Design tt_um_sunaofurukawa_prog_seq, sky130hd; sources not shown.
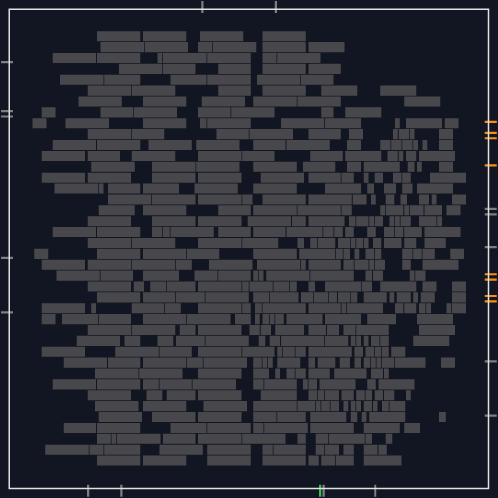
pins.png
(4 px per um) Pins as bars across the die edge, other pins in grey.
legend:
  out8bit:
    colour: orange
    pins: 8
    direction: output
    edge: east
  clr:
    colour: green
    pins: 1
    direction: input
    edge: south
PortBufs: 24
Die Wd: 119 um
Chip Height: 119 um

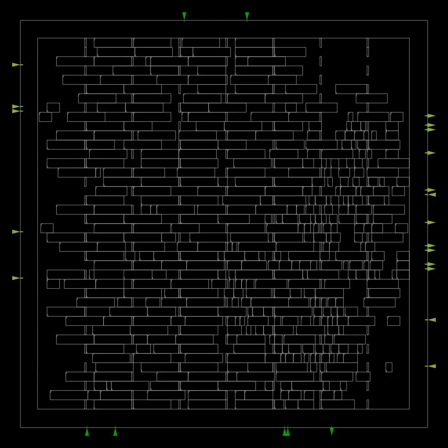
final_placement.png
end-of-flow core utilization: 68.0%
fillers: 739
sequential cell area share: 55.7%
num rows: 40
n_taps: 147

==> Changelog: implementation <==
## Implementation

- Mapped Avg Cell Area: about 17 sq um
- Pwr/cell area: 894 mW/mm^2
- Reg power frac: roughly two fifths
- R2R cell count: 9
- Post-Synth XOR/XNOR Area: less than 1%
- Yosys top cell by instances: edfxtp_1
- Buf/Inv on CP: 2
- # hold bufs at CTS: 0
- Maximum vdd drop: between 500 and 600 uV
- Clock Path Buffers: 2
- Setup crit end kind: flip-flop
- GRT busiest layer: met2
- Combinational Power Share: about a quarter
- Post-CTS setup buffer count: 15
- HP Class: input pin to async pin
- CTS resizes: 39
- Adder Share, Synth: roughly 2.3%
- Unrepaired setup endpoints after global routing: false
- Drt pass-1 iters: 6
- Leading area contributor after synthesis: edfxtp_1
- Clock Sinks: 154
- Crit path required time: 3110 ps
- Met2 GRT Util: a little over a third
- CTS clk-pin slew, worst paths: ~60 ps
- Asr flop ratio synth: between 10% and 20%
- Net Sw Power: ~2.1 mW
- WL met2: around 7500 um
- Crit path launch type: flip-flop
- Grt met1 use: approximately 30%
- Insertion delay at the late pin of the worst-skew pair: 430 ps
- Uppermost layer routed: met4
- Power Combinational: approximately 1.9 mW
- Starting density of the core: between 50% and 60%
- Antenna cell count: 0
- Drt initial violations: ~580
- TritonCTS clock tree: built
- Number of global-route vias before repair: ~4000
- Outcome: finished, final reports clean
- Largest cells by area: edfxtp_1 (58%), mux4_2 (13%), dfrtp_1 (9.9%)
==> metrics by stage <==
| stage | util [%] | setup slack, ps | cell area [sq um] |
|---|---|---|---|
| global route | 68.0 | 33.0 | 8070 |
| floorplan | - | 143 | 6590 |
| detailed placement | 59.1 | -763 | 7010 |
| CTS | 67.6 | -2.20 | 8020 |
| finish | 68.0 | 118 | 8070 |
| global placement | 59.1 | -651 | 7010 |
==> cell type report <==
class | instances | area [sq um] | area share, %
sequential | 154 | 4500 | 55.7
timing repair buffer | 43 | 465 | 5.77
buffer | 20 | 120 | 1.49
inverter | 8 | 30.0 | 0.372
clock buffer | 17 | 425 | 5.27
multi-input combinational | 206 | 2120 | 26.2
clock inverter | 14 | 230 | 2.85
tap | 147 | 184 | 2.28
No activity file was given, so power comes from the tool's default toggle rates.
